$ cat src/rtl/tsw_time_set_ctrl.sv
`default_nettype none
// ============================================================================
//  Module   : tsw_time_set_ctrl
//  Brief    : TSW debounce, seconds prescaler and RUN/SET_HOUR/SET_MIN mode
//             control for the digital clock counter chain.
//  Revision : 1.0 - initial release
// ============================================================================
module tsw_time_set_ctrl #(
    parameter int TICK_DIV  = 2048,
    parameter int DB_CYCLES = 16,
    parameter int BLINK_DIV = 4096
) (
    input  logic       pCLK,
    input  logic       pRST,
    input  logic [7:0] TSW,
    output logic       sec_tick,
    output logic       min_inc,
    output logic       hour_inc,
    output logic       sec_clr,
    output logic [1:0] mode,
    output logic [3:0] digit_blk
);

    localparam int c_TICK_W  = (TICK_DIV  > 2) ? $clog2(TICK_DIV)  : 1;
    localparam int c_DB_W    = (DB_CYCLES > 2) ? $clog2(DB_CYCLES) : 1;
    localparam int c_BLINK_W = (BLINK_DIV > 2) ? $clog2(BLINK_DIV) : 1;

    localparam logic [c_TICK_W-1:0]  c_TICK_LAST  = c_TICK_W'(TICK_DIV - 1);
    localparam logic [c_DB_W-1:0]    c_DB_LAST    = c_DB_W'(DB_CYCLES - 1);
    localparam logic [c_BLINK_W-1:0] c_BLINK_LAST = c_BLINK_W'(BLINK_DIV - 1);

    localparam logic [1:0] c_RUN      = 2'b00;
    localparam logic [1:0] c_SET_HOUR = 2'b01;
    localparam logic [1:0] c_SET_MIN  = 2'b10;

    logic       w_unused_tsw;
    logic [2:0] w_ev;
    logic       w_mode_ev;
    logic       w_up_ev;
    logic       w_clr_ev;

    assign w_unused_tsw = ^TSW[7:3];

    // Per switch: 2-flop synchroniser, level filter, rising-edge press detect.
    for (genvar i = 0; i < 3; i++) begin : g_db
        logic              r_s1;
        logic              r_s2;
        logic              r_acc;
        logic              r_acc_d;
        logic [c_DB_W-1:0] r_cnt;

        always_ff @(posedge pCLK) begin
            if (pRST) begin
                r_s1    <= 1'b0;
                r_s2    <= 1'b0;
                r_acc   <= 1'b0;
                r_acc_d <= 1'b0;
                r_cnt   <= '0;
            end else begin
                r_s1    <= ~TSW[i];
                r_s2    <= r_s1;
                r_acc_d <= r_acc;
                if (r_s2 != r_acc) begin
                    if (r_cnt == c_DB_LAST) begin
                        r_acc <= r_s2;
                        r_cnt <= '0;
                    end else begin
                        r_cnt <= r_cnt + 1'b1;
                    end
                end else begin
                    r_cnt <= '0;
                end
            end
        end

        assign w_ev[i] = r_acc & ~r_acc_d;
    end

    assign w_mode_ev = w_ev[0];
    assign w_up_ev   = w_ev[1];
    assign w_clr_ev  = w_ev[2];

    logic [1:0]           r_mode;
    logic [1:0]           w_mode_nxt;
    logic                 w_hour_inc_nxt;
    logic                 w_min_inc_nxt;
    logic [3:0]           w_blk_nxt;
    logic                 w_phase_nxt;
    logic [c_BLINK_W-1:0] r_bcnt;
    logic                 r_phase;
    logic [c_TICK_W-1:0]  r_presc;
    logic                 r_sec_tick;
    logic                 r_min_inc;
    logic                 r_hour_inc;
    logic                 r_sec_clr;
    logic [3:0]           r_digit_blk;

    always_ff @(posedge pCLK) begin
        if (pRST) begin
            r_mode <= c_RUN;
        end else begin
            r_mode <= w_mode_nxt;
        end
    end

    always_comb begin
        w_mode_nxt = r_mode;
        case (r_mode)
            c_RUN:      if (w_mode_ev) w_mode_nxt = c_SET_HOUR;
            c_SET_HOUR: if (w_mode_ev) w_mode_nxt = c_SET_MIN;
            c_SET_MIN:  if (w_mode_ev) w_mode_nxt = c_RUN;
            default:    w_mode_nxt = c_RUN;
        endcase
    end

    // UP acts on the mode in force before any simultaneous MODE transition.
    always_comb begin
        w_hour_inc_nxt = w_up_ev & (r_mode == c_SET_HOUR);
        w_min_inc_nxt  = w_up_ev & (r_mode == c_SET_MIN);
        w_phase_nxt    = (r_bcnt == c_BLINK_LAST) ? ~r_phase : r_phase;
        case (w_mode_nxt)
            c_SET_HOUR: w_blk_nxt = {w_phase_nxt, w_phase_nxt, 2'b00};
            c_SET_MIN:  w_blk_nxt = {2'b00, w_phase_nxt, w_phase_nxt};
            default:    w_blk_nxt = 4'b0000;
        endcase
    end

    always_ff @(posedge pCLK) begin
        if (pRST) begin
            r_bcnt      <= '0;
            r_phase     <= 1'b0;
            r_min_inc   <= 1'b0;
            r_hour_inc  <= 1'b0;
            r_sec_clr   <= 1'b0;
            r_digit_blk <= 4'b0000;
        end else begin
            r_bcnt      <= (r_bcnt == c_BLINK_LAST) ? '0 : r_bcnt + 1'b1;
            r_phase     <= w_phase_nxt;
            r_min_inc   <= w_min_inc_nxt;
            r_hour_inc  <= w_hour_inc_nxt;
            r_sec_clr   <= w_clr_ev;
            r_digit_blk <= w_blk_nxt;
        end
    end

    // CLR restarts the second; SET modes freeze it with the prescaler at 0.
    always_ff @(posedge pCLK) begin
        if (pRST) begin
            r_presc    <= '0;
            r_sec_tick <= 1'b0;
        end else if (w_clr_ev || (r_mode != c_RUN)) begin
            r_presc    <= '0;
            r_sec_tick <= 1'b0;
        end else if (r_presc == c_TICK_LAST) begin
            r_presc    <= '0;
            r_sec_tick <= 1'b1;
        end else begin
            r_presc    <= r_presc + 1'b1;
            r_sec_tick <= 1'b0;
        end
    end

    assign sec_tick  = r_sec_tick;
    assign min_inc   = r_min_inc;
    assign hour_inc  = r_hour_inc;
    assign sec_clr   = r_sec_clr;
    assign mode      = r_mode;
    assign digit_blk = r_digit_blk;

endmodule
`default_nettype wire
$ cat config.mk
export PLATFORM = sky130hd
export DESIGN_NAME = tsw_time_set_ctrl
export DESIGN_NICKNAME = d
export VERILOG_FILES = /design/src/rtl/tsw_time_set_ctrl.sv
export SDC_FILE = /design/constraint.sdc
export NUM_CORES = 1
export LEC_CHECK = 0
export CORE_ASPECT_RATIO = 0.9
export CORE_MARGIN = 10
export CORE_UTILIZATION = 24
export DETAILED_ROUTE_END_ITERATION = 8
export RECOVER_POWER = 50
export SETUP_SLACK_MARGIN = 0.05
export SYNTH_ARGS = -nofsm -noshare
export SYNTH_HDL_FRONTEND = slang
export SYNTH_SLANG_ARGS = --single-unit
$ cat constraint.sdc
create_clock -name pCLK -period 2.45 [get_ports pCLK]
set_input_delay 0.245 -clock pCLK [delete_from_list [all_inputs] [get_ports pCLK]]
set_output_delay 0.245 -clock pCLK [all_outputs]
set_load 0.05 [all_outputs]
Fig. 1: routed metal, one color a layer
The bar under the picture is 20 um long.
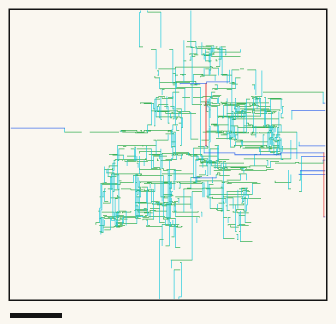
Key: met4 = red [wire length 48.3 um]; met1 = green [wire length 1,830 um]; met3 = blue [wire length 149 um]; met2 = cyan [wire length 1,730 um]

==> results.txt <==
Flow results are below.

- The flow ran to the end, and the final reports show no timing, DRC or antenna violations.
- The cell sequence reported for the critical path is dlygate4sd3_1 -> clkbuf_1 -> inv_1 -> o31ai_2 -> nor2_1.
- sky130_fd_sc_hd__dfxtp_1 takes more of the synthesized area than any other cell.
- The floorplan-stage core utilization is 24.3%, for reference.
- Grouping stages by cell kind, the critical path spends the most delay in buffers and inverters.
- The floorplan has 33 rows.
- The number of buffers inserted to repair setup after CTS is 0, for reference.
- Pin placement for this block handled 20 I/O pins.
- The synthesis-to-finish area growth is 17.5%, for reference.
- The placeable core region is 9040 um^2, for reference.
- In the final layout, the fill cell count is 957.
- Based on the critical path, the design can be clocked at up to 497 MHz.
- Sequential elements use 51.0% of the synthesized area.
- The OpenROAD warning count is 32, for reference.
- The number of antenna violations at the first check in global routing is 0, for reference.
- The post-synthesis cell count from yosys is 227, for reference.
- The total instance count after detailed placement is 359, for reference.
- The total of buffers placed on input and output ports is 14, for reference.
- The top cell types in the final layout, fill and taps aside, are sky130_fd_sc_hd__dfxtp_1, sky130_fd_sc_hd__nor2_1, sky130_fd_sc_hd__nand3_1, sky130_fd_sc_hd__clkdlybuf4s50_1, sky130_fd_sc_hd__inv_1.
- Across all hold checks on the routed design, the worst slack comes to 0.421 ns.
- The final timing report lists a hold violation count of 0.
- The launch point of the worst min-delay path is recorded as g_db[2].r_acc_d.
- The area of the multi-input gates is 997 um^2, for reference.
- Overall routing resource usage recorded by global route was 5.61%.
- In this run, CTS created clock tree buffers numbering 5.
Fig. 2: track usage over the die
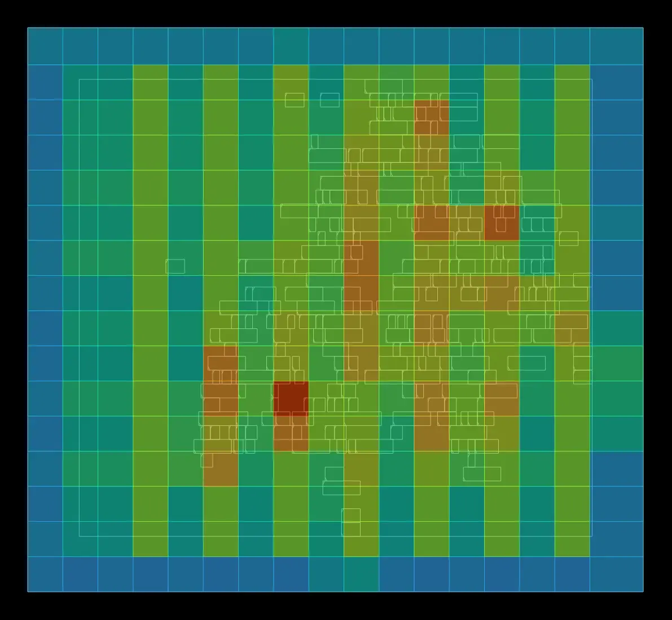
met3 global-route usage: 2.04%
busiest layer in global routing: met2
fraction of met2 tracks used by global routing: 8.74%
final standard cell utilization of the core: 28.6%

-- kinds of logic (layout without fill, tap and decap cells) --
kind of cell	Yosys count	count (layout)	synth area share, %
AND/OR/NAND/NOR	95	95	23.8
adder cells (fa/ha/maj)	7	7	3.98
multiplexers	5	5	2.33
buffers and inverters	19	37	3.64
XOR/XNOR	16	16	6.37
AND-OR/OR-AND	29	29	8.82
flip-flops	56	56	51.0
-- report_power, final --
part | internal [mW] | leakage (nW) | switching (mW) | total, mW
logic | 0.0225 | 0.373 | 0.0262 | 0.0487
clock network | 0.304 | 0.0552 | 0.286 | 0.589
registers | 0.927 | 0.454 | 0.0129 | 0.940
-- cell type report --
class	instances	area share, %
Timing Repair Buffer	17	6.15
Clock inverter	2	1.36
Multi-Input combinational cell	152	38.6
Clock buffer	6	2.81
Inverter	12	1.74
Sequential cell	56	43.4
Tap cell	122	5.91
-- synth_stat cells (all sizes together) (6+ instances only) --
library cell	instances
a21oi	9
dfxtp	56
ha	7
inv	12
nand2	6
nand3	15
nor2	29
nor2b	7
nor3	6
o21ai	8
or3	11
xnor2	9
xor2	7
-- sequential cells by signal, summed over array words and instances, names as in the netlist --
signal,cells
g_db.r_cnt,12
r_bcnt,12
r_presc,11
g_db.r_acc,3
g_db.r_acc_d,3
g_db.r_s1,3
g_db.r_s2,3
digit_blk,2
mode,2
hour_inc,1
min_inc,1
r_phase,1
sec_clr,1
sec_tick,1
-- path summary, 6_finish.rpt --
check	to	cells after the start	slack [ns]
min reg2reg	sec_clr	1	0.42
max reg2reg	r_bcnt[3]	5	0.74
min	sec_clr	1	0.42
max	r_bcnt[3]	5	0.44
-- per-layer routing --
layer,vias to the layer above,share of wire (%),global-route usage (%)
li1,823,-,-
met2,14,46,8.74
met5,-,0,0
met4,0,1.3,2.57
met1,730,49,6.70
met3,4,3.9,2.04
Power and IR drop assume default switching activity.
